[config.mk]
export PLATFORM = sky130hd
export DESIGN_NAME = hazard_ctrl_nway_flat
export DESIGN_NICKNAME = d
export VERILOG_FILES = /design/src/rtl/hazard_pkg.sv /design/src/rtl/hazard_ctrl_nway_if.sv /design/src/rtl/hazard_reg_match.sv /design/src/rtl/hazard_ctrl_nway.sv /design/src/flat_wrapper.sv
export SDC_FILE = /design/constraint.sdc
export NUM_CORES = 1
export LEC_CHECK = 0
export CORE_MARGIN = 5
export CORE_UTILIZATION = 41
export DETAILED_ROUTE_END_ITERATION = 10
export GPL_TIMING_DRIVEN = 0
export PLACE_DENSITY_LB_ADDON = 0.1
export SYNTH_ARGS = -nofsm -noshare
export SYNTH_HDL_FRONTEND = slang
export SYNTH_HIERARCHICAL = 1
export SYNTH_SLANG_ARGS = --single-unit
[constraint.sdc]
create_clock -name clk -period 3.5 [get_ports clk]
set_input_delay 0.7 -clock clk [delete_from_list [all_inputs] [get_ports clk]]
set_output_delay 0.7 -clock clk [all_outputs]
set_load 0.02 [all_outputs]
[src/rtl/hazard_pkg.sv]
// hazard_pkg: shared types for the N-lane hazard unit.
// FSM state enum, r0 specifier value, lane-slice offset helper.
package hazard_pkg;

  typedef enum logic [1:0] {
    IDLE,
    MEM_WAIT,
    RELEASE
  } hz_state_e;

  localparam int REG_ZERO = 0;

  // LSB of lane k in a bus packed as NLANES fields of width w.
  function automatic int lane_lsb(
    input int k,
    input int w
  );
    return k * w;
  endfunction

endpackage

[src/rtl/hazard_ctrl_nway_if.sv]
// hazard_ctrl_nway_if: pipeline <-> hazard unit bundle.
// master = pipeline side (drives ID/EXE/MEM info, mem_busy),
// slave = hazard unit (drives stall/flush, mem_timeout, perf_*).
interface hazard_ctrl_nway_if #(
  parameter int NLANES = 2,
  parameter int REGW   = 5
);

  logic [NLANES-1:0]      jump_id;
  logic [NLANES-1:0]      branch_id;
  logic [NLANES-1:0]      takebranch_id;
  logic [NLANES*REGW-1:0] rs_id;
  logic [NLANES*REGW-1:0] rt_id;
  logic [NLANES-1:0]      regwrite_exe;
  logic [NLANES-1:0]      memtoreg_exe;
  logic [NLANES*REGW-1:0] rt_exe;
  logic [NLANES*REGW-1:0] writereg_exe;
  logic [NLANES-1:0]      memtoreg_mem;
  logic [NLANES*REGW-1:0] writereg_mem;
  logic                   mem_busy;

  logic [NLANES-1:0]      stall_if;
  logic [NLANES-1:0]      stall_id;
  logic [NLANES-1:0]      stall_exe;
  logic [NLANES-1:0]      stall_mem;
  logic [NLANES-1:0]      flush_id;
  logic [NLANES-1:0]      flush_exe;
  logic [NLANES-1:0]      flush_wb;
  logic                   mem_timeout;
  logic [31:0]            perf_lu_cnt;
  logic [31:0]            perf_br_cnt;
  logic [31:0]            perf_mem_cnt;

  modport master (
    output jump_id, branch_id, takebranch_id,
    output rs_id, rt_id,
    output regwrite_exe, memtoreg_exe,
    output rt_exe, writereg_exe,
    output memtoreg_mem, writereg_mem,
    output mem_busy,
    input  stall_if, stall_id, stall_exe, stall_mem,
    input  flush_id, flush_exe, flush_wb,
    input  mem_timeout,
    input  perf_lu_cnt, perf_br_cnt, perf_mem_cnt
  );

  modport slave (
    input  jump_id, branch_id, takebranch_id,
    input  rs_id, rt_id,
    input  regwrite_exe, memtoreg_exe,
    input  rt_exe, writereg_exe,
    input  memtoreg_mem, writereg_mem,
    input  mem_busy,
    output stall_if, stall_id, stall_exe, stall_mem,
    output flush_id, flush_exe, flush_wb,
    output mem_timeout,
    output perf_lu_cnt, perf_br_cnt, perf_mem_cnt
  );

endinterface

[src/rtl/hazard_reg_match.sv]
// hazard_reg_match: one specifier comparator with r0 exclusion.
// src_i/dst_i specifiers, en_i qualifier, hit_o match.
module hazard_reg_match
  import hazard_pkg::*;
#(
  parameter int REGW = 5
) (
  input  logic [REGW-1:0] src_i,
  input  logic [REGW-1:0] dst_i,
  input  logic            en_i,
  output logic            hit_o
);

  assign hit_o = en_i
              && (src_i == dst_i)
              && (dst_i != REGW'(REG_ZERO));

endmodule

[src/rtl/hazard_ctrl_nway.sv]
// hazard_ctrl_nway: N-lane stall/flush controller.
// Ports: clk, reset (sync, active-high), bus (slave modport):
//   ID/EXE/MEM specifiers and enables, mem_busy in;
//   stall_*/flush_* (lockstep per lane), mem_timeout, perf_* out.
// HAZ_PERF_CNT_EN: enables the three 32-bit stall counters;
//   otherwise perf_* are tied to 0.
module hazard_ctrl_nway
  import hazard_pkg::*;
#(
  parameter int NLANES  = 2,
  parameter int REGW    = 5,
  parameter int TIMEOUT = 1023
) (
  input  logic             clk,
  input  logic             reset,
  hazard_ctrl_nway_if.slave bus
);

  localparam int NP  = NLANES * NLANES;
  localparam int WDW = $clog2(TIMEOUT + 1);
  localparam logic [WDW-1:0] WD_MAX = WDW'(TIMEOUT);

  logic busy;
  assign busy = bus.mem_busy;

  // pair index p = producer*NLANES + consumer
  logic [NP-1:0] lu_rs, lu_rt;
  logic [NP-1:0] bx_rs, bx_rt;
  logic [NP-1:0] bm_rs, bm_rt;

  for (genvar i = 0; i < NLANES; i++) begin : g_prod
    for (genvar j = 0; j < NLANES; j++) begin : g_cons
      localparam int P  = i * NLANES + j;
      localparam int LI = lane_lsb(i, REGW);
      localparam int LJ = lane_lsb(j, REGW);

      hazard_reg_match #(.REGW(REGW)) u_lu_rs (
        .src_i (bus.rs_id[LJ +: REGW]),
        .dst_i (bus.rt_exe[LI +: REGW]),
        .en_i  (bus.memtoreg_exe[i]),
        .hit_o (lu_rs[P])
      );
      hazard_reg_match #(.REGW(REGW)) u_lu_rt (
        .src_i (bus.rt_id[LJ +: REGW]),
        .dst_i (bus.rt_exe[LI +: REGW]),
        .en_i  (bus.memtoreg_exe[i]),
        .hit_o (lu_rt[P])
      );
      hazard_reg_match #(.REGW(REGW)) u_bx_rs (
        .src_i (bus.rs_id[LJ +: REGW]),
        .dst_i (bus.writereg_exe[LI +: REGW]),
        .en_i  (bus.regwrite_exe[i] & bus.branch_id[j]),
        .hit_o (bx_rs[P])
      );
      hazard_reg_match #(.REGW(REGW)) u_bx_rt (
        .src_i (bus.rt_id[LJ +: REGW]),
        .dst_i (bus.writereg_exe[LI +: REGW]),
        .en_i  (bus.regwrite_exe[i] & bus.branch_id[j]),
        .hit_o (bx_rt[P])
      );
      hazard_reg_match #(.REGW(REGW)) u_bm_rs (
        .src_i (bus.rs_id[LJ +: REGW]),
        .dst_i (bus.writereg_mem[LI +: REGW]),
        .en_i  (bus.memtoreg_mem[i] & bus.branch_id[j]),
        .hit_o (bm_rs[P])
      );
      hazard_reg_match #(.REGW(REGW)) u_bm_rt (
        .src_i (bus.rt_id[LJ +: REGW]),
        .dst_i (bus.writereg_mem[LI +: REGW]),
        .en_i  (bus.memtoreg_mem[i] & bus.branch_id[j]),
        .hit_o (bm_rt[P])
      );
    end
  end

  logic lu_haz, br_haz, redirect;
  assign lu_haz   = |{lu_rs, lu_rt};
  assign br_haz   = |{bx_rs, bx_rt, bm_rs, bm_rt};
  assign redirect = |(bus.jump_id
                   | (bus.branch_id & bus.takebranch_id));

  hz_state_e      state_q, state_d;
  logic [WDW-1:0] wd_q, wd_d;
  logic           to_q, to_d;
  logic           pend_q, pend_d;

  always_ff @(posedge clk) begin
    if (reset) begin
      state_q <= IDLE;
      wd_q    <= '0;
      to_q    <= 1'b0;
      pend_q  <= 1'b0;
    end else begin
      state_q <= state_d;
      wd_q    <= wd_d;
      to_q    <= to_d;
      pend_q  <= pend_d;
    end
  end

  always_comb begin
    state_d = state_q;
    unique case (state_q)
      IDLE:     if (busy) state_d = MEM_WAIT;
      MEM_WAIT: if (!busy) state_d = RELEASE;
      RELEASE:  state_d = busy ? MEM_WAIT : IDLE;
      default:  state_d = IDLE;
    endcase
  end

  // watchdog only runs inside MEM_WAIT; timeout is sticky
  always_comb begin
    wd_d = '0;
    if (state_q == MEM_WAIT) begin
      wd_d = (wd_q == WD_MAX) ? wd_q : wd_q + WDW'(1);
    end
    to_d = to_q
        | ((state_q == MEM_WAIT) && (wd_d == WD_MAX));
  end

  logic s_front, s_back;
  logic f_id, f_exe, f_wb;

  // priority chain: overlapping conditions, so if/else
  always_comb begin
    s_front = 1'b0;
    s_back  = 1'b0;
    f_id    = 1'b0;
    f_exe   = 1'b0;
    f_wb    = 1'b0;
    if (!reset) begin
      if (busy) begin
        s_front = 1'b1;
        s_back  = 1'b1;
        f_wb    = 1'b1;
      end else if (lu_haz || br_haz) begin
        s_front = 1'b1;
        f_exe   = 1'b1;
      end else if (redirect || pend_q) begin
        f_id    = 1'b1;
      end
    end
  end

  // a redirect seen under busy is replayed once busy drops
  always_comb begin
    pend_d = pend_q;
    if (busy && redirect) pend_d = 1'b1;
    else if (f_id)        pend_d = 1'b0;
  end

  assign bus.stall_if    = {NLANES{s_front}};
  assign bus.stall_id    = {NLANES{s_front}};
  assign bus.stall_exe   = {NLANES{s_back}};
  assign bus.stall_mem   = {NLANES{s_back}};
  assign bus.flush_id    = {NLANES{f_id}};
  assign bus.flush_exe   = {NLANES{f_exe}};
  assign bus.flush_wb    = {NLANES{f_wb}};
  assign bus.mem_timeout = to_q;

`ifdef HAZ_PERF_CNT_EN
  logic [31:0] plu_q, pbr_q, pmem_q;

  always_ff @(posedge clk) begin
    if (reset) begin
      plu_q  <= '0;
      pbr_q  <= '0;
      pmem_q <= '0;
    end else begin
      if (!busy && lu_haz && plu_q != '1)
        plu_q <= plu_q + 32'd1;
      if (!busy && br_haz && pbr_q != '1)
        pbr_q <= pbr_q + 32'd1;
      if (busy && pmem_q != '1)
        pmem_q <= pmem_q + 32'd1;
    end
  end

  assign bus.perf_lu_cnt  = plu_q;
  assign bus.perf_br_cnt  = pbr_q;
  assign bus.perf_mem_cnt = pmem_q;
`else
  assign bus.perf_lu_cnt  = '0;
  assign bus.perf_br_cnt  = '0;
  assign bus.perf_mem_cnt = '0;
`endif

endmodule
[src/flat_wrapper.sv]
// flat-port wrapper written by rule: the top's interface ports become plain ports
module hazard_ctrl_nway_flat import hazard_pkg::*;
#(
  parameter int NLANES  = 2,
  parameter int REGW    = 5,
  parameter int TIMEOUT = 1023
)
  (clk, reset, bus_jump_id, bus_branch_id, bus_takebranch_id, bus_rs_id, bus_rt_id, bus_regwrite_exe, bus_memtoreg_exe, bus_rt_exe, bus_writereg_exe, bus_memtoreg_mem, bus_writereg_mem, bus_mem_busy, bus_stall_if, bus_stall_id, bus_stall_exe, bus_stall_mem, bus_flush_id, bus_flush_exe, bus_flush_wb, bus_mem_timeout, bus_perf_lu_cnt, bus_perf_br_cnt, bus_perf_mem_cnt);
  hazard_ctrl_nway_if #(.NLANES(NLANES), .REGW(REGW)) bus_i ();
  input  logic clk;
  input  logic reset;
  input wire logic [$bits(bus_i.jump_id)-1:0] bus_jump_id;
  input wire logic [$bits(bus_i.branch_id)-1:0] bus_branch_id;
  input wire logic [$bits(bus_i.takebranch_id)-1:0] bus_takebranch_id;
  input wire logic [$bits(bus_i.rs_id)-1:0] bus_rs_id;
  input wire logic [$bits(bus_i.rt_id)-1:0] bus_rt_id;
  input wire logic [$bits(bus_i.regwrite_exe)-1:0] bus_regwrite_exe;
  input wire logic [$bits(bus_i.memtoreg_exe)-1:0] bus_memtoreg_exe;
  input wire logic [$bits(bus_i.rt_exe)-1:0] bus_rt_exe;
  input wire logic [$bits(bus_i.writereg_exe)-1:0] bus_writereg_exe;
  input wire logic [$bits(bus_i.memtoreg_mem)-1:0] bus_memtoreg_mem;
  input wire logic [$bits(bus_i.writereg_mem)-1:0] bus_writereg_mem;
  input wire logic [$bits(bus_i.mem_busy)-1:0] bus_mem_busy;
  output wire logic [$bits(bus_i.stall_if)-1:0] bus_stall_if;
  output wire logic [$bits(bus_i.stall_id)-1:0] bus_stall_id;
  output wire logic [$bits(bus_i.stall_exe)-1:0] bus_stall_exe;
  output wire logic [$bits(bus_i.stall_mem)-1:0] bus_stall_mem;
  output wire logic [$bits(bus_i.flush_id)-1:0] bus_flush_id;
  output wire logic [$bits(bus_i.flush_exe)-1:0] bus_flush_exe;
  output wire logic [$bits(bus_i.flush_wb)-1:0] bus_flush_wb;
  output wire logic [$bits(bus_i.mem_timeout)-1:0] bus_mem_timeout;
  output wire logic [$bits(bus_i.perf_lu_cnt)-1:0] bus_perf_lu_cnt;
  output wire logic [$bits(bus_i.perf_br_cnt)-1:0] bus_perf_br_cnt;
  output wire logic [$bits(bus_i.perf_mem_cnt)-1:0] bus_perf_mem_cnt;
  assign bus_i.jump_id = bus_jump_id;
  assign bus_i.branch_id = bus_branch_id;
  assign bus_i.takebranch_id = bus_takebranch_id;
  assign bus_i.rs_id = bus_rs_id;
  assign bus_i.rt_id = bus_rt_id;
  assign bus_i.regwrite_exe = bus_regwrite_exe;
  assign bus_i.memtoreg_exe = bus_memtoreg_exe;
  assign bus_i.rt_exe = bus_rt_exe;
  assign bus_i.writereg_exe = bus_writereg_exe;
  assign bus_i.memtoreg_mem = bus_memtoreg_mem;
  assign bus_i.writereg_mem = bus_writereg_mem;
  assign bus_i.mem_busy = bus_mem_busy;
  assign bus_stall_if = bus_i.stall_if;
  assign bus_stall_id = bus_i.stall_id;
  assign bus_stall_exe = bus_i.stall_exe;
  assign bus_stall_mem = bus_i.stall_mem;
  assign bus_flush_id = bus_i.flush_id;
  assign bus_flush_exe = bus_i.flush_exe;
  assign bus_flush_wb = bus_i.flush_wb;
  assign bus_mem_timeout = bus_i.mem_timeout;
  assign bus_perf_lu_cnt = bus_i.perf_lu_cnt;
  assign bus_perf_br_cnt = bus_i.perf_br_cnt;
  assign bus_perf_mem_cnt = bus_i.perf_mem_cnt;
  hazard_ctrl_nway #(.NLANES(NLANES), .REGW(REGW), .TIMEOUT(TIMEOUT)) u_core (.clk(clk), .reset(reset), .bus(bus_i));
endmodule
run_1/registers.png
The bar under the picture is 20 um long. Other sequential cells in the stronger gray, the rest of the logic in the fainter gray.
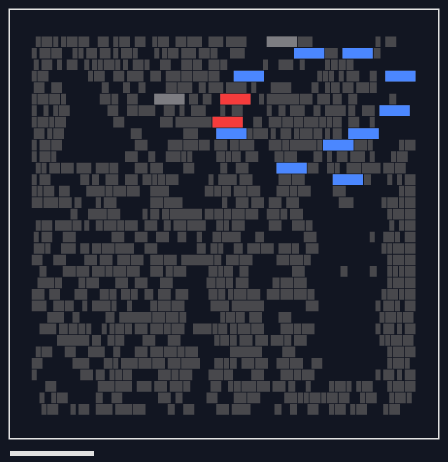
red -> `u_core/state_q`  # sequential cells 2
blue -> `u_core/wd_q`  # sequential cells 10, where top right
Seq. pwr: 0.164 mW
fraction of standard cell area that is sequential: 5.793%

run_1/met1.png
The bar under the picture is 20 um long. Supply wires on this layer in gray.
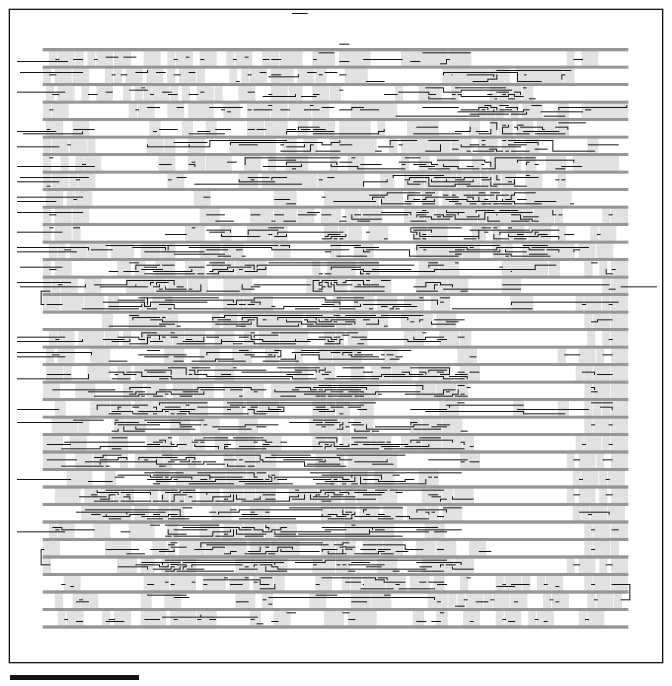
share of all routed wire = 41%
wire length on this layer = 4,450 um
main direction = horizontal
nets with wire on the layer = 631
longest straight run = 26.7 um
Routed Wire Length: 10.78 mm
met1 layer usage reported by global route: 25.29%
detailed-route via count: 3,519

run_1/port_nets.png
The bar under the picture is 20 um long.
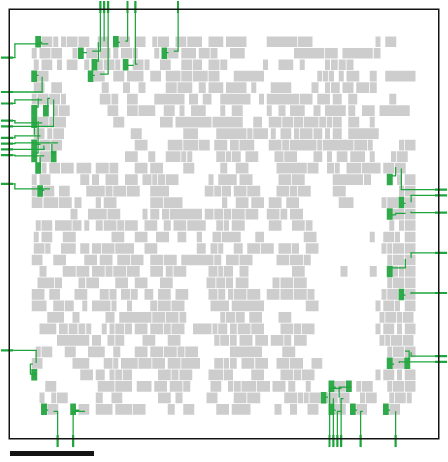
green -> `bus_perf_lu_cnt`  # direction output, edge 11 left, 8 bottom, 7 right, 6 top, end cells 32, wire 355 um
I/O Buffers: 79
IO Pins: 176

run 1: cells in the mapped netlist, drive strengths merged:
| cell | n | share of area, % |
|---|---|---|
| a2111oi | 1 | 0.29 |
| a211oi | 1 | 0.22 |
| a21boi | 1 | 0.22 |
| a21o | 3 | 0.66 |
| a21oi | 4 | 0.59 |
| a22o | 1 | 0.26 |
| a311oi | 1 | 0.26 |
| a31oi | 3 | 0.55 |
| a32o | 1 | 0.29 |
| and2 | 8 | 1.5 |
| and4 | 27 | 6.9 |
| buf | 115 | 25 |
| clkbuf | 1 | 0.11 |
| conb | 1 | 0.11 |
| dfxtp | 14 | 8.2 |
| ha | 1 | 0.37 |
| inv | 3 | 0.33 |
| mux2i | 2 | 0.59 |
| nand2 | 34 | 3.8 |
| nand3 | 5 | 1.1 |
| nand4 | 5 | 0.91 |
| nand4b | 1 | 0.26 |
| nor2 | 16 | 1.8 |
| nor2b | 2 | 0.37 |
| nor3 | 26 | 3.8 |
| nor4 | 32 | 6.3 |
| nor4b | 1 | 0.26 |
| o2111ai | 1 | 0.26 |
| o211ai | 2 | 0.44 |
| o21ai | 26 | 3.8 |
| o311a | 1 | 0.29 |
| or2 | 24 | 4.4 |
| xnor2 | 28 | 7.2 |
| xor2 | 73 | 19 |
run 1: sequential cells by signal, indices dropped and copies added (netlist names):
register                count
u_core/wd_q                10
u_core/state_q              2
u_core/bus.mem_timeout      1
u_core/pend_q               1
run 1: stage by stage:
| stage | util [%] | cell area, sq um |
|---|---|---|
| 6_report | 59.18 | 4838 |
| 5_1_grt | 59.18 | 4838 |
| 4_1_cts | 57.65 | 4713 |
| 3_5_place_dp | 57.50 | 4701 |
| 3_3_place_gp | 57.50 | 4701 |
| 2_1_floorplan | - | 3779 |
==> qor.txt, run 1 <==
Outcome: complete, no violations
Area share of and-or/or-and cells after synthesis: 8.117%
Wirelength per Cell: 14.39 um
Dominant logic cell types in the final layout: buf_4, conb_1, xor2_1
Die extent in y: 101.4 um
Number of sinks handled by clock tree synthesis: 14
Sw Ratio: 42.61%
Met1 routed wirelength after detailed routing: 4.452 mm
Pre-CTS setup slack: -1.352 ns
Library cell contributing the largest single delay on the critical path: nor4_2
FP Core Util: 41.86%
Worst hold-check slack: 0.4666 ns
Max Root-Sink Buffers: 2
Fraction of layout cells with a size suffix above 1: 29.35%
Latest clock arrival within the worst-skew pair: 0.25 ns
Antenna fix cells: 0
Tcrit/Tclk final: 97.61%
Total DRC errors in the routed layout: 0
Power dissipated by switching net loads: 0.3737 mW
Max-Slew Margin vs Limit: 64.60%
Number of ordinary and repair buffers in the finished layout: 196
Number of stages on the worst hold path: 1
Multiplexer share: 0.5850%
Clock root buffer: clkbuf_8
Area occupied by multi-input gates: 2820 sq um
Comb pwr share: 63.1%
Clock buffer count in the final layout: 4
Worst hold path class: reg -> reg
Buffer and inverter count on the worst path: 3
Post-CTS resize count: 161
Number of standard cells in the final layout excluding fillers: 749
XORs/XNORs by Area: 25.85%
Required time at the worst-slack endpoint: 2.80 ns
Count of multi-input gates: 427
Category of the critical setup timing path: in -> out
Number of buffers added for setup after CTS: 1
Yosys stat cell total: 465
Via/cell ratio: 4.698
Mean instance size in the synthesized netlist: 7.359 sq um
Post-Synthesis Cells: 465
Routing usage on met2: 33.55%
Detail Route met2 WL: 5.238 mm
Power density over the cells: 181.2 nW/um^2
Post-synthesis sequential area ratio: 8.190%
Final clock-cell share: 1.138%
Top fanout value on the critical path: 12
Total stage count of the critical path: 10
OpenROAD warning count: 26
Number of nets at the end of the flow: 711
Clock network power: 0.160 mW
==> run 2: changes to the inputs <==
--- a/config.mk
+++ b/config.mk
@@ -12,5 +12,4 @@
 export PLACE_DENSITY_LB_ADDON = 0.1
 export SYNTH_ARGS = -nofsm -noshare
 export SYNTH_HDL_FRONTEND = slang
-export SYNTH_HIERARCHICAL = 1
 export SYNTH_SLANG_ARGS = --single-unit
run_2/final_congestion.png
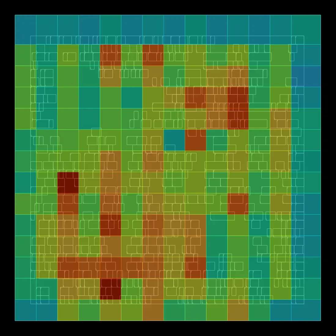
met1 layer usage reported by global route: 20.71%
routing usage on met2: 29.65%
M3 GR Usage: 2.314%
total routing usage reported by global routing: 16.27%

==> qor.txt, run 2 <==
Largest register by flop count: u_core.wd_q
Max Root-Sink Buffers: 2 (unchanged)
Commonest register cell after synthesis: dfxtp_1
Top cells by count: buf_4, xnor2_1, clkbuf_1
Outcome: complete, no violations
Yosys stat cell total: 454 (-2.4%)
Library cell contributing the largest single delay on the critical path: or4_1
Number of stages on the worst hold path: 1 (unchanged)
Worst hold path class: reg -> reg
Power density over the cells: 205.6 nW/um^2 (+13%)
Library cell with the largest summed area after synthesis: buf_4
Top fanout value on the critical path: 5 (-7)
Most frequent cell after synthesis: buf_4
Post-synth ARST share: 0% (unchanged)
Clock root buffer: clkbuf_8
Total stage count of the critical path: 9 (-1)
Number of sinks handled by clock tree synthesis: 14 (unchanged)
Leading registers by flop count: u_core.wd_q x10, u_core.state_q x2
FP Core Util: 42.28% (+0.42 points)
Total cell area at the placement stage: 4041 sq um (-14%)
Number of synthesized flops with an enable pin: 0 (unchanged)
Top-area cell share: 25.28% (+0.71 points)
run_2/registers.png
The bar under the picture is 20 um long. Other sequential cells in the stronger gray, the rest of the logic in the fainter gray.
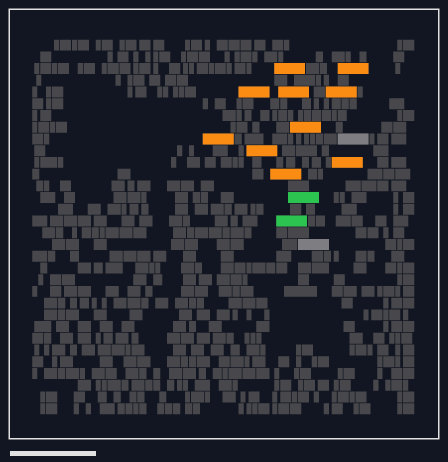
green -> `u_core.state_q`  # sequential cells 2
orange -> `u_core.wd_q`  # sequential cells 10
Core Util, Final: 53.48%
fraction of standard cell area that is sequential: 6.782%

run 2: routing by layer:
| metal | global-route usage (%) | vias up | wire length [um] |
|---|---|---|---|
| met4 | 2.206 | 0 | 46 |
| met2 | 29.65 | 118 | 4469 |
| met1 | 20.71 | 1283 | 3617 |
| met5 | 0 | - | 0 |
| met3 | 2.314 | 7 | 672 |
| li1 | - | 1525 | - |
run 2: kinds of logic after synthesis:
group                      after synthesis  synth area share [%]
AOI/OAI and AO/OA                       53                 10.99
other                                    1                0.1148
adders and majority gates                1                0.3829
buffers and inverters                  166                 32.25
DFF                                     14                 8.579
xor gates and xnor gates               123                 32.98
and+or+nand+nor                         96                 14.71
run 2: worst reg2reg max path, delay by kind of cell (launching register included):
kind            cells  cell delay [ns]
fa+ha+maj           1             0.31
simple gates        3             0.64
buf+inv             1             0.27
flops               1             0.44
compound gates      3             0.48
run 2: layout make-up:
class,instances,area share [%]
clock buffers,4,1.332
multi-input cells,369,55.98
well taps,102,3.088
repair buffers,29,6.661
flip-flops and latches,14,6.782
plain buffers,164,25.98
inverters,2,0.1817
run 2: power by group through the flow:
stage	Sequential [mW]	Clock, mW	Combinational (mW)
CTS	0.164	0.162	0.515
floorplan	0.167	0	0.428
finish	0.164	0.161	0.525
global route	0.164	0.172	0.566
global placement	0.167	0	0.510
detailed placement	0.167	0	0.515
run 2: timing repair:
action / CTS / global route
resized: 30 / 11
gates cloned: 0 / 0
setup endpoints to repair: 8 / 7
pin swaps: 0 / 1
Power and IR drop assume default switching activity.
